Fig. 1: run 1, metal 1
(2 px per µm) Cells faint in the background.
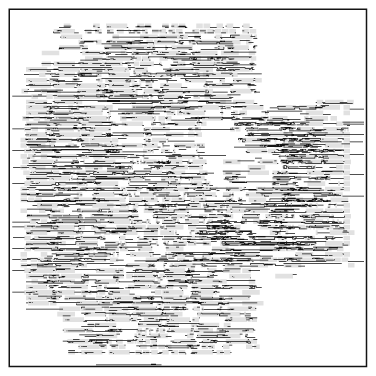
Fig. 2: run 1, met2 routing
(3 px per µm)
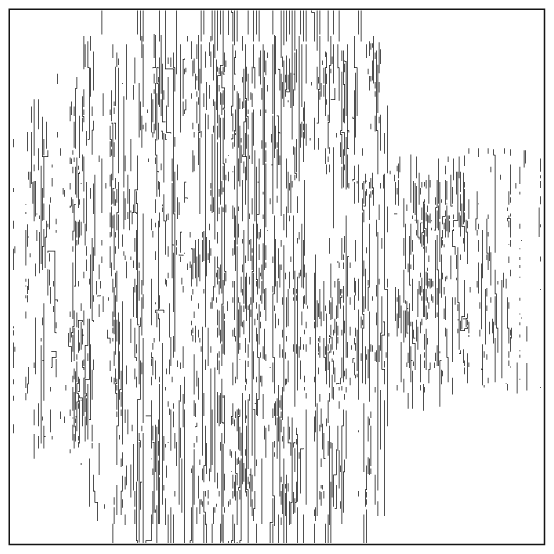
Fig. 3: run 1, M3 wires
(1.5 px per µm) Cells faint in the background.
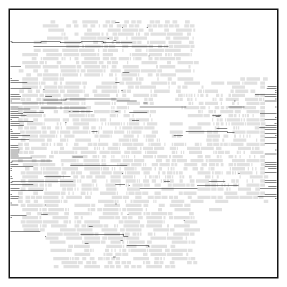
--- config.mk ---
export PLATFORM = sky130hd
export DESIGN_NAME = class_search_sched_flat
export DESIGN_NICKNAME = d
export VERILOG_FILES = /design/src/rtl/class_search_sched_if.sv /design/src/rtl/class_search_sched.sv /design/src/flat_wrapper.sv
export SDC_FILE = /design/constraint.sdc
export NUM_CORES = 1
export LEC_CHECK = 0
export ABC_CLOCK_PERIOD_IN_PS = 15600
export CORE_MARGIN = 5
export CORE_UTILIZATION = 45
export CTS_CLUSTER_SIZE = 20
export DETAILED_ROUTE_END_ITERATION = 8
export PLACE_DENSITY = 0.71
export SLEW_MARGIN = 5
export SYNTH_ARGS = -nofsm -noshare
export SYNTH_HDL_FRONTEND = slang
export SYNTH_SLANG_ARGS = --single-unit
--- constraint.sdc ---
create_clock -name clk -period 15.6 [get_ports clk]
set_input_delay 3.12 -clock clk [delete_from_list [all_inputs] [get_ports clk]]
set_output_delay 3.12 -clock clk [all_outputs]
set_load 0.01 [all_outputs]
--- src/rtl/class_search_sched_if.sv ---
// Bundles the query stream, the shared class-ROM port, the per-class distance
// report and the result stream of class_search_sched.
//   master: encoder/ROM/consumer side (drives q_valid, q_frame, rom_data, res_ready)
//   slave : the sequencer (drives q_ready, ROM address, distance report, result, busy)
interface class_search_sched_if #(
    parameter int unsigned FRAME_W = 64,
    parameter int unsigned CID_W   = 3,
    parameter int unsigned FIDX_W  = 2,
    parameter int unsigned DIST_W  = 8
);
    logic               q_valid;
    logic               q_ready;
    logic [FRAME_W-1:0] q_frame;
    logic [CID_W-1:0]   frame_id;
    logic [FIDX_W-1:0]  frame_index;
    logic [FRAME_W-1:0] rom_data;
    logic               cls_dist_valid;
    logic [CID_W-1:0]   cls_dist_id;
    logic [DIST_W-1:0]  cls_dist;
    logic               res_valid;
    logic               res_ready;
    logic [CID_W-1:0]   res_class;
    logic [DIST_W-1:0]  res_dist;
    logic               busy;

    modport master (
        output q_valid, q_frame, rom_data, res_ready,
        input  q_ready, frame_id, frame_index, cls_dist_valid, cls_dist_id,
               cls_dist, res_valid, res_class, res_dist, busy
    );

    modport slave (
        input  q_valid, q_frame, rom_data, res_ready,
        output q_ready, frame_id, frame_index, cls_dist_valid, cls_dist_id,
               cls_dist, res_valid, res_class, res_dist, busy
    );
endinterface

--- src/rtl/class_search_sched.sv ---
// Nearest-class search sequencer sharing the class hypervector ROM.
// Loads a query as N_FRAMES frames, sweeps every (class, frame) ROM address
// one per cycle accumulating Hamming distance, reports each class distance,
// then presents the minimum-distance class on the result handshake.
//   clk, rst : clock, asynchronous active-high reset
//   bus      : class_search_sched_if.slave (query in, ROM address/data,
//              per-class distance pulse, result out, busy)
module class_search_sched #(
    parameter int unsigned N_CLASSES = 8,
    parameter int unsigned N_FRAMES  = 3,
    parameter int unsigned FRAME_W   = 64,
    parameter int unsigned CID_W     = 3,
    parameter int unsigned FIDX_W    = 2,
    parameter int unsigned DIST_W    = 8
) (
    input  logic                  clk,
    input  logic                  rst,
    class_search_sched_if.slave   bus
);
    localparam logic [FIDX_W-1:0] LAST_F = FIDX_W'(N_FRAMES - 1);
    localparam logic [CID_W-1:0]  LAST_C = CID_W'(N_CLASSES - 1);

    typedef enum logic [1:0] {LOAD, SCAN, DONE} state_t;

    state_t              state_q, state_d;
    logic [FIDX_W-1:0]   fcnt_q, fcnt_d;
    logic [CID_W-1:0]    ccnt_q, ccnt_d;
    logic [DIST_W-1:0]   acc_q, acc_d;
    logic [DIST_W-1:0]   best_dist_q, best_dist_d;
    logic [CID_W-1:0]    best_cls_q, best_cls_d;
    logic [FRAME_W-1:0]  qbuf [N_FRAMES];
    logic                qbuf_we;
    logic [DIST_W-1:0]   pop, acc_next;

    // registered output state
    logic                q_ready_q, q_ready_d;
    logic                busy_q, busy_d;
    logic [CID_W-1:0]    frame_id_q, frame_id_d;
    logic [FIDX_W-1:0]   frame_index_q, frame_index_d;
    logic                cls_valid_q, cls_valid_d;
    logic [CID_W-1:0]    cls_id_q, cls_id_d;
    logic [DIST_W-1:0]   cls_dist_q, cls_dist_d;
    logic                res_valid_q, res_valid_d;
    logic [CID_W-1:0]    res_class_q, res_class_d;
    logic [DIST_W-1:0]   res_dist_q, res_dist_d;

    // next-state, datapath and next-output decode
    always_comb begin
        state_d     = state_q;
        fcnt_d      = fcnt_q;
        ccnt_d      = ccnt_q;
        acc_d       = acc_q;
        best_dist_d = best_dist_q;
        best_cls_d  = best_cls_q;
        qbuf_we     = 1'b0;
        cls_valid_d = 1'b0;
        cls_id_d    = cls_id_q;
        cls_dist_d  = cls_dist_q;
        res_class_d = res_class_q;
        res_dist_d  = res_dist_q;
        pop         = DIST_W'($countones(bus.rom_data ^ qbuf[fcnt_q]));
        acc_next    = acc_q + pop;

        case (state_q)
            LOAD: begin
                if (bus.q_valid) begin
                    qbuf_we = 1'b1;
                    if (fcnt_q == LAST_F) begin
                        fcnt_d  = '0;
                        ccnt_d  = '0;
                        acc_d   = '0;
                        state_d = SCAN;
                    end else begin
                        fcnt_d = fcnt_q + FIDX_W'(1);
                    end
                end
            end
            SCAN: begin
                if (fcnt_q != LAST_F) begin
                    acc_d  = acc_next;
                    fcnt_d = fcnt_q + FIDX_W'(1);
                end else begin
                    cls_valid_d = 1'b1;
                    cls_id_d    = ccnt_q;
                    cls_dist_d  = acc_next;
                    acc_d       = '0;
                    fcnt_d      = '0;
                    // strict compare: ties keep the lower class id
                    if (ccnt_q == '0 || acc_next < best_dist_q) begin
                        best_dist_d = acc_next;
                        best_cls_d  = ccnt_q;
                    end
                    if (ccnt_q == LAST_C) begin
                        state_d     = DONE;
                        res_class_d = best_cls_d;
                        res_dist_d  = best_dist_d;
                    end else begin
                        ccnt_d = ccnt_q + CID_W'(1);
                    end
                end
            end
            DONE: begin
                if (bus.res_ready) begin
                    state_d = LOAD;
                    fcnt_d  = '0;
                    ccnt_d  = '0;
                end
            end
            default: state_d = LOAD;
        endcase

        // outputs are flopped from the next state so they line up with state_q
        q_ready_d     = (state_d == LOAD);
        busy_d        = (state_d != LOAD);
        res_valid_d   = (state_d == DONE);
        frame_id_d    = (state_d == SCAN) ? ccnt_d : '0;
        frame_index_d = (state_d == SCAN) ? fcnt_d : '0;
    end

    // state, counters and output registers
    always_ff @(posedge clk or posedge rst) begin
        if (rst) begin
            state_q       <= LOAD;
            fcnt_q        <= '0;
            ccnt_q        <= '0;
            acc_q         <= '0;
            best_dist_q   <= '0;
            best_cls_q    <= '0;
            q_ready_q     <= 1'b1;
            busy_q        <= 1'b0;
            frame_id_q    <= '0;
            frame_index_q <= '0;
            cls_valid_q   <= 1'b0;
            cls_id_q      <= '0;
            cls_dist_q    <= '0;
            res_valid_q   <= 1'b0;
            res_class_q   <= '0;
            res_dist_q    <= '0;
        end else begin
            state_q       <= state_d;
            fcnt_q        <= fcnt_d;
            ccnt_q        <= ccnt_d;
            acc_q         <= acc_d;
            best_dist_q   <= best_dist_d;
            best_cls_q    <= best_cls_d;
            q_ready_q     <= q_ready_d;
            busy_q        <= busy_d;
            frame_id_q    <= frame_id_d;
            frame_index_q <= frame_index_d;
            cls_valid_q   <= cls_valid_d;
            cls_id_q      <= cls_id_d;
            cls_dist_q    <= cls_dist_d;
            res_valid_q   <= res_valid_d;
            res_class_q   <= res_class_d;
            res_dist_q    <= res_dist_d;
        end
    end

    // query buffer has no reset; it is always fully rewritten before a scan
    always_ff @(posedge clk) begin
        if (qbuf_we) begin
            qbuf[fcnt_q] <= bus.q_frame;
        end
    end

    assign bus.q_ready        = q_ready_q;
    assign bus.busy           = busy_q;
    assign bus.frame_id       = frame_id_q;
    assign bus.frame_index    = frame_index_q;
    assign bus.cls_dist_valid = cls_valid_q;
    assign bus.cls_dist_id    = cls_id_q;
    assign bus.cls_dist       = cls_dist_q;
    assign bus.res_valid      = res_valid_q;
    assign bus.res_class      = res_class_q;
    assign bus.res_dist       = res_dist_q;
endmodule

--- src/flat_wrapper.sv ---
// flat-port wrapper written by rule: the top's interface ports become plain ports
module class_search_sched_flat 
#(
    parameter int unsigned N_CLASSES = 8,
    parameter int unsigned N_FRAMES  = 3,
    parameter int unsigned FRAME_W   = 64,
    parameter int unsigned CID_W     = 3,
    parameter int unsigned FIDX_W    = 2,
    parameter int unsigned DIST_W    = 8
)
  (clk, rst, bus_q_valid, bus_q_frame, bus_rom_data, bus_res_ready, bus_q_ready, bus_frame_id, bus_frame_index, bus_cls_dist_valid, bus_cls_dist_id, bus_cls_dist, bus_res_valid, bus_res_class, bus_res_dist, bus_busy);
  class_search_sched_if #(.FRAME_W(FRAME_W), .CID_W(CID_W), .FIDX_W(FIDX_W), .DIST_W(DIST_W)) bus_i ();
  input  logic clk;
  input  logic rst;
  input wire logic [$bits(bus_i.q_valid)-1:0] bus_q_valid;
  input wire logic [$bits(bus_i.q_frame)-1:0] bus_q_frame;
  input wire logic [$bits(bus_i.rom_data)-1:0] bus_rom_data;
  input wire logic [$bits(bus_i.res_ready)-1:0] bus_res_ready;
  output wire logic [$bits(bus_i.q_ready)-1:0] bus_q_ready;
  output wire logic [$bits(bus_i.frame_id)-1:0] bus_frame_id;
  output wire logic [$bits(bus_i.frame_index)-1:0] bus_frame_index;
  output wire logic [$bits(bus_i.cls_dist_valid)-1:0] bus_cls_dist_valid;
  output wire logic [$bits(bus_i.cls_dist_id)-1:0] bus_cls_dist_id;
  output wire logic [$bits(bus_i.cls_dist)-1:0] bus_cls_dist;
  output wire logic [$bits(bus_i.res_valid)-1:0] bus_res_valid;
  output wire logic [$bits(bus_i.res_class)-1:0] bus_res_class;
  output wire logic [$bits(bus_i.res_dist)-1:0] bus_res_dist;
  output wire logic [$bits(bus_i.busy)-1:0] bus_busy;
  assign bus_i.q_valid = bus_q_valid;
  assign bus_i.q_frame = bus_q_frame;
  assign bus_i.rom_data = bus_rom_data;
  assign bus_i.res_ready = bus_res_ready;
  assign bus_q_ready = bus_i.q_ready;
  assign bus_frame_id = bus_i.frame_id;
  assign bus_frame_index = bus_i.frame_index;
  assign bus_cls_dist_valid = bus_i.cls_dist_valid;
  assign bus_cls_dist_id = bus_i.cls_dist_id;
  assign bus_cls_dist = bus_i.cls_dist;
  assign bus_res_valid = bus_i.res_valid;
  assign bus_res_class = bus_i.res_class;
  assign bus_res_dist = bus_i.res_dist;
  assign bus_busy = bus_i.busy;
  class_search_sched #(.N_CLASSES(N_CLASSES), .N_FRAMES(N_FRAMES), .FRAME_W(FRAME_W), .CID_W(CID_W), .FIDX_W(FIDX_W), .DIST_W(DIST_W)) u_core (.clk(clk), .rst(rst), .bus(bus_i));
endmodule
==> flow_summary.ini, run 1 <==
; physical design summary
[final_layout]
nets = 1375
fin_area_um2 = 15600
final_cell_count_no_fill = 1517
utilization_pct = 56.2
drive_gt1_share_pct = 6.33
area_delta_synth_final_pct = 23.1
largest_register_ffs = 192
top_register = u_core.qbuf

[cts]
cts_resized = 0
ctsHoldBuffers = 0
tritoncts = done
path_clk_slew_ns = 0.06
cts_sinks = 249
clock-root-buffer = clkbuf_16
h-tree-depth = 1
clk-insertion-delay-late_ns = 0.53
post_cts_buffers = 0
ctsLongestPathBuffers = 3
numCtsBuffers = 26

[synth]
ys_sh_simple_pct = 5.03
yosys-stat-cells = 955
ys.flops = 249
synthAoiAreaFrac_pct = 6.22
yosys_warnings = 0
synth_nets = 1210
xor_share_pct = 4.81
syn_inst = 955
area_leaders = edfxtp_1, dfrtp_1, fa_1, ha_1, mux2i_1
ys_seq_share_pct = 56.7
yosys_area_um2 = 12700
synth_cell_type_count = 54
avgSynthCellArea_um2 = 13.3
adder_share_pct = 15.9
netlist_area_um2 = 12700
top_cells_by_count = edfxtp_1, inv_1, nand2_1, o21ai_0, mux2i_1
yosys.cell_count.top_type = edfxtp_1
yosysTopAreaCell = edfxtp_1
synthArstFlopShare_pct = 22.9
edf_count = 192
yosys.area.top_type_share_pct = 45.4
logic_family = adder cells
mux_share_pct = 6.66
synth_top_flop_cell = edfxtp_1

[flow_run]
drv_cap = 0
log.warning_count = 27

[timing]
finalHoldViolCount = 0
finClkSkew_ns = 0.0133
hold_ws_ns = 0.472
rsz0062_at_grt = false
layout_setup_ws_ns = 4.74
fin_setup_tns_ns = 0
tightest_slew_ns = 1.02
drv_slew = 0
slew_headroom_pct = 31.7
period_minus_slack_ns = 10.86
setup_viol = 0
clock.fmax_mhz = 92.1
fin_crit_sh_pct = 69.6

[place]
gp_congestion = 0.832
place_inst = 1470
place_area_um2 = 14700
port_buffers = 162
dp_hpwl_um = 18600
place_ws_ns = 4.16

[global_route]
antenna_found_initial = 4
grt_pass1_vias = 7755
track_usage_pct = 16.6
grt-ovfl-total = 0
grt_pass1_wl_um = 41100
grt_max_degree = 83

[setup_path]
critPathCaptureType = register
startpoint_type = primary input
cp.depth = 28
setup.worst_path.start = bus_rom_data[63]
worst_path_max_delay_cell = fa_1
arrival_ns = 11.26
critPathRequiredTime_ns = 16.00
cpMostUsedCell = fa_1
reg2reg_from = u_core.fcnt_q[0]$_DFF_PP0_
critPathTopFamily = adder cells
critPathBufInv = 8
reg2reg_to = u_core.best_dist_q[7]$_DFFE_PP0P_
crit_type = in2reg
slowest_delay_ns = 0.58
endpoint = u_core.best_dist_q[7]$_DFFE_PP0P_
rr_worst_depth = 30
critPathMaxFanout = 14
r2r_setup_slack_ns = 5.76

[detailed_routing]
vias_per_cell = 4.90
drtIter0Drc = 387
wl_per_cell_um = 17.0
drt_pass1_iterations = 4
vias = 7429
drc = 0
drt_wl_total_um = 25800
ant_nets = 0

[min_path]
hold_start = u_core.bus.cls_dist[2]$_DFFE_PP0P_
hold_class = reg2reg
hold_end = u_core.bus.cls_dist[2]$_DFFE_PP0P_
hold_depth = 2

[die]
fp_util_pct = 45.7
die_h_um = 178
rows = 61
die-area_um2 = 31700
ios = 163
die_w_um = 178
core_um2 = 27800

[outcome]
status = completed
## Picture notes: Fig. 1
1268 nets have wire on it. The longest straight run is 51.5 µm. The layer holds 43% of the routed length. The layer carries 11100 µm of wire. The wires run mostly horizontal.

## Picture notes: Fig. 2
The longest straight run is 86.0 µm. The wires run mostly vertical. The layer holds 50% of the routed length.

## Picture notes: Fig. 3
The longest straight run is 89.7 µm. 111 nets have wire on it. The wires run mostly horizontal. The layer carries 1280 µm of wire. The layer holds 5.0% of the routed length.

[run 1: cell usage in the layout (no fill, tap or decap), types with 5 or more instances in the layout]
cell type,netlist,final
clkdlybuf4s50_1,0,162
o21ai_0,75,75
xor2_1,65,65
mux2i_1,72,72
dfrtp_1,56,54
clkbuf_16,0,27
clkinv_2,0,6
inv_1,125,124
edfxtp_1,192,192
o21ai_1,5,5
a21oi_1,12,12
a22o_1,8,8
buf_4,0,6
nand2b_1,6,6
nand2_1,103,103
ha_1,60,60
fa_1,63,63
nor2_1,15,14
mux2_2,11,11
[run 1: routing by layer]
metal | global-route usage, % | vias up | part of all wire, %
li1 | - | 3601 | -
met2 | 28.6 | 164 | 50
met1 | 21.6 | 3613 | 43
met3 | 3.37 | 45 | 5.0
met4 | 4.13 | 6 | 2.2
met5 | 0 | - | 0.11
[run 1: area by class of cell]
| class | instances | area (µm²) |
|---|---|---|
| inverters | 125 | 469 |
| diodes | 1 | 2.50 |
| well taps | 378 | 473 |
| clock buffers | 34 | 739 |
| multi-input cells | 550 | 4910 |
| clock inverters | 12 | 161 |
| fillers | 2286 | 12200 |
| repair buffers | 168 | 1670 |
| flip-flops and latches | 249 | 7200 |
==> inputs of run 2 (changes only) <==
Settings changed: ABC_CLOCK_PERIOD_IN_PS 15600 to 10250.
Clock period 15.6 ns to 10.25 ns, I/O delays scaled along.
==> flow_summary.ini, run 2 <==
; physical design summary
[outcome]
status = completed

[global_route]
track_usage_pct = 16.7
grt-ovfl-total = 0
grt_pass1_vias = 7756
grt_max_degree = 84
grt_pass1_wl_um = 41300
antenna_found_initial = 3

[timing]
setup_viol = 0
finalHoldViolCount = 0
rsz0062_at_grt = false
tightest_slew_ns = 0.985
drv_slew = 0
finClkSkew_ns = 0.00890
fin_crit_sh_pct = 92.1
period_minus_slack_ns = 9.44
clock.fmax_mhz = 106
slew_headroom_pct = 34.4
fin_setup_tns_ns = 0

[synth]
yosys_area_um2 = 12700
area_leaders = edfxtp_1, dfrtp_1, fa_1, ha_1, mux2i_1
avgSynthCellArea_um2 = 13.3
synth_top_flop_cell = edfxtp_1
synth_cell_type_count = 54
ys.flops = 249
yosys.area.top_type_share_pct = 45.4
edf_count = 192
netlist_area_um2 = 12700
yosys-stat-cells = 955
synth_nets = 1210
syn_inst = 955
top_cells_by_count = edfxtp_1, inv_1, nand2_1, o21ai_0, mux2i_1
yosys_warnings = 0
yosys.cell_count.top_type = edfxtp_1
yosysTopAreaCell = edfxtp_1
ys_seq_share_pct = 56.7
synthArstFlopShare_pct = 22.9

[min_path]
hold_class = reg2reg
hold_start = u_core.bus.res_class[2]$_DFFE_PP0P_
hold_end = u_core.bus.res_class[2]$_DFFE_PP0P_
hold_depth = 2

[die]
core_um2 = 27800
rows = 61
die-area_um2 = 31700
ios = 163
die_w_um = 178
fp_util_pct = 45.7
die_h_um = 178

[cts]
numCtsBuffers = 26
cts_resized = 0
ctsLongestPathBuffers = 3
clk-insertion-delay-late_ns = 0.52
path_clk_slew_ns = 0.06
post_cts_buffers = 0
ctsHoldBuffers = 0
h-tree-depth = 1
cts_sinks = 249
tritoncts = done
clock-root-buffer = clkbuf_16

[final_layout]
area_delta_synth_final_pct = 23.5
nets = 1381
final_cell_mix = edfxtp_1, clkdlybuf4s50_1, inv_1, nand2_1, o21ai_0
fillers = 2334
drive_gt1_share_pct = 6.64
top_register = u_core.qbuf
seq_area_um2 = 7200
logic_area_um2 = 4910
largest_register_ffs = 192
antennaDiodeCount = 0
layout_top_cell = edfxtp_1

[setup_path]
critPathCaptureType = register
cp.depth = 27
startpoint_type = primary input
cpMostUsedCell = fa_1
r2r_setup_slack_ns = 1.27
critPathMaxFanout = 8
crit_type = in2reg
reg2reg_to = u_core.bus.res_dist[0]$_DFFE_PP0P_
arrival_ns = 9.82
slowest_delay_ns = 0.53
critPathRequiredTime_ns = 10.63
rr_worst_depth = 29
setup.worst_path.start = bus_rom_data[50]
worst_path_max_delay_cell = fa_1
endpoint = u_core.bus.res_dist[0]$_DFFE_PP0P_
critPathTopFamily = adder cells
reg2reg_from = u_core.fcnt_q[0]$_DFF_PP0_
critPathBufInv = 7

[place]
port_buffers = 162
gp_congestion = 0.828
dp_hpwl_um = 19000

[detailed_routing]
wl_per_cell_um = 17.1
drtIter0Drc = 347
vias = 7359
ant_nets = 0
vias_per_cell = 4.83
drc = 0
drt_pass1_iterations = 4
drt_wl_total_um = 26100

[flow_run]
drv_cap = 0
log.warning_count = 27
run 2: netlist changes by cell type in the layout (fill, tap and decap cells not counted), sizes merged:
cell,previous run,this run
diode,1,0
inv,125,126
buf,6,12
bufinv,4,3
clkbuf,34,37
clkinv,7,5
run 2: metal layers:
layer | up-vias | GRT usage [%] | wire (µm)
li1 | 3609 | - | -
met2 | 170 | 28.7 | 13000
met4 | 4 | 4.35 | 551
met3 | 36 | 3.32 | 1550
met5 | - | 0 | 23
met1 | 3540 | 21.9 | 11000
run 2: final cells by class:
cell class	count	area share, %
clock buffers	37	4.94
clock inverters	10	0.807
inverters	125	2.99
multi-input cells	550	31.4
flip-flops and latches	249	46.0
well taps	378	3.02
repair buffers	174	10.9
run 2: cells by family (layout without fill, tap and decap cells):
family,Yosys count,count (layout),synth area share (%)
flip-flops,249,249,56.7
buffers and inverters,156,346,4.73
AND/OR/NAND/NOR,147,147,5.03
AND-OR/OR-AND,129,129,6.22
adder cells (fa/ha/maj),123,123,15.9
multiplexers,83,83,6.66
XOR/XNOR,68,68,4.81
run 2: through the flow:
stage / hold slack [ns] / area (µm²) / util, % / cells / worst slack (ns)
6_report: 0.473 / 15700 / 56.4 / 1523 / 0.809
5_1_grt: 0.495 / 15700 / 56.4 / 1523 / 0.399
4_1_cts: 0.480 / 15700 / 56.4 / 1523 / 0.750
3_5_place_dp: 0.466 / 14800 / 53.2 / 1476 / 0.189
3_3_place_gp: 0.456 / 14800 / 53.2 / 1476 / 0.362
2_1_floorplan: 0.457 / 12700 / - / 955 / 1.11
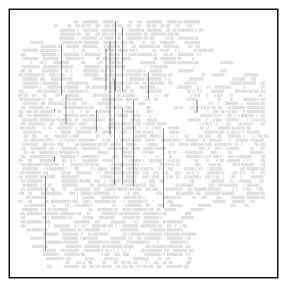
Fig. 4. Met4 routing (run 2).
(1.5 px per µm) Cells faint in the background.
The wires run mostly vertical. The layer holds 2.1% of the routed length. The layer carries 552 µm of wire. 12 nets have wire on it. The longest straight run is 70.0 µm.

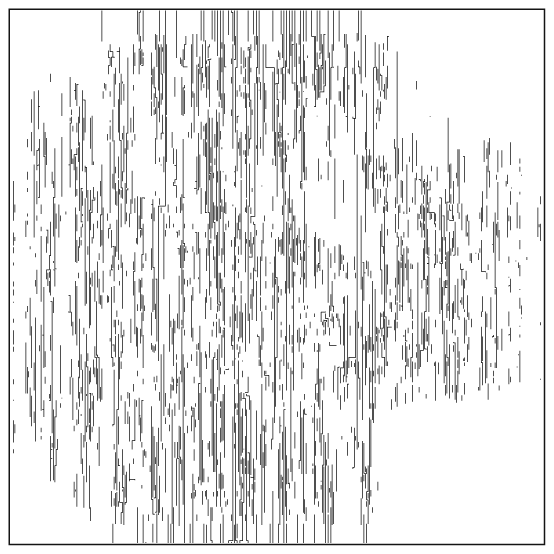
Fig. 5. Met2 routing (run 2).
(3 px per µm)
The longest straight run is 98.3 µm. The layer holds 50% of the routed length. 1113 nets have wire on it. The layer carries 13000 µm of wire. The wires run mostly vertical.

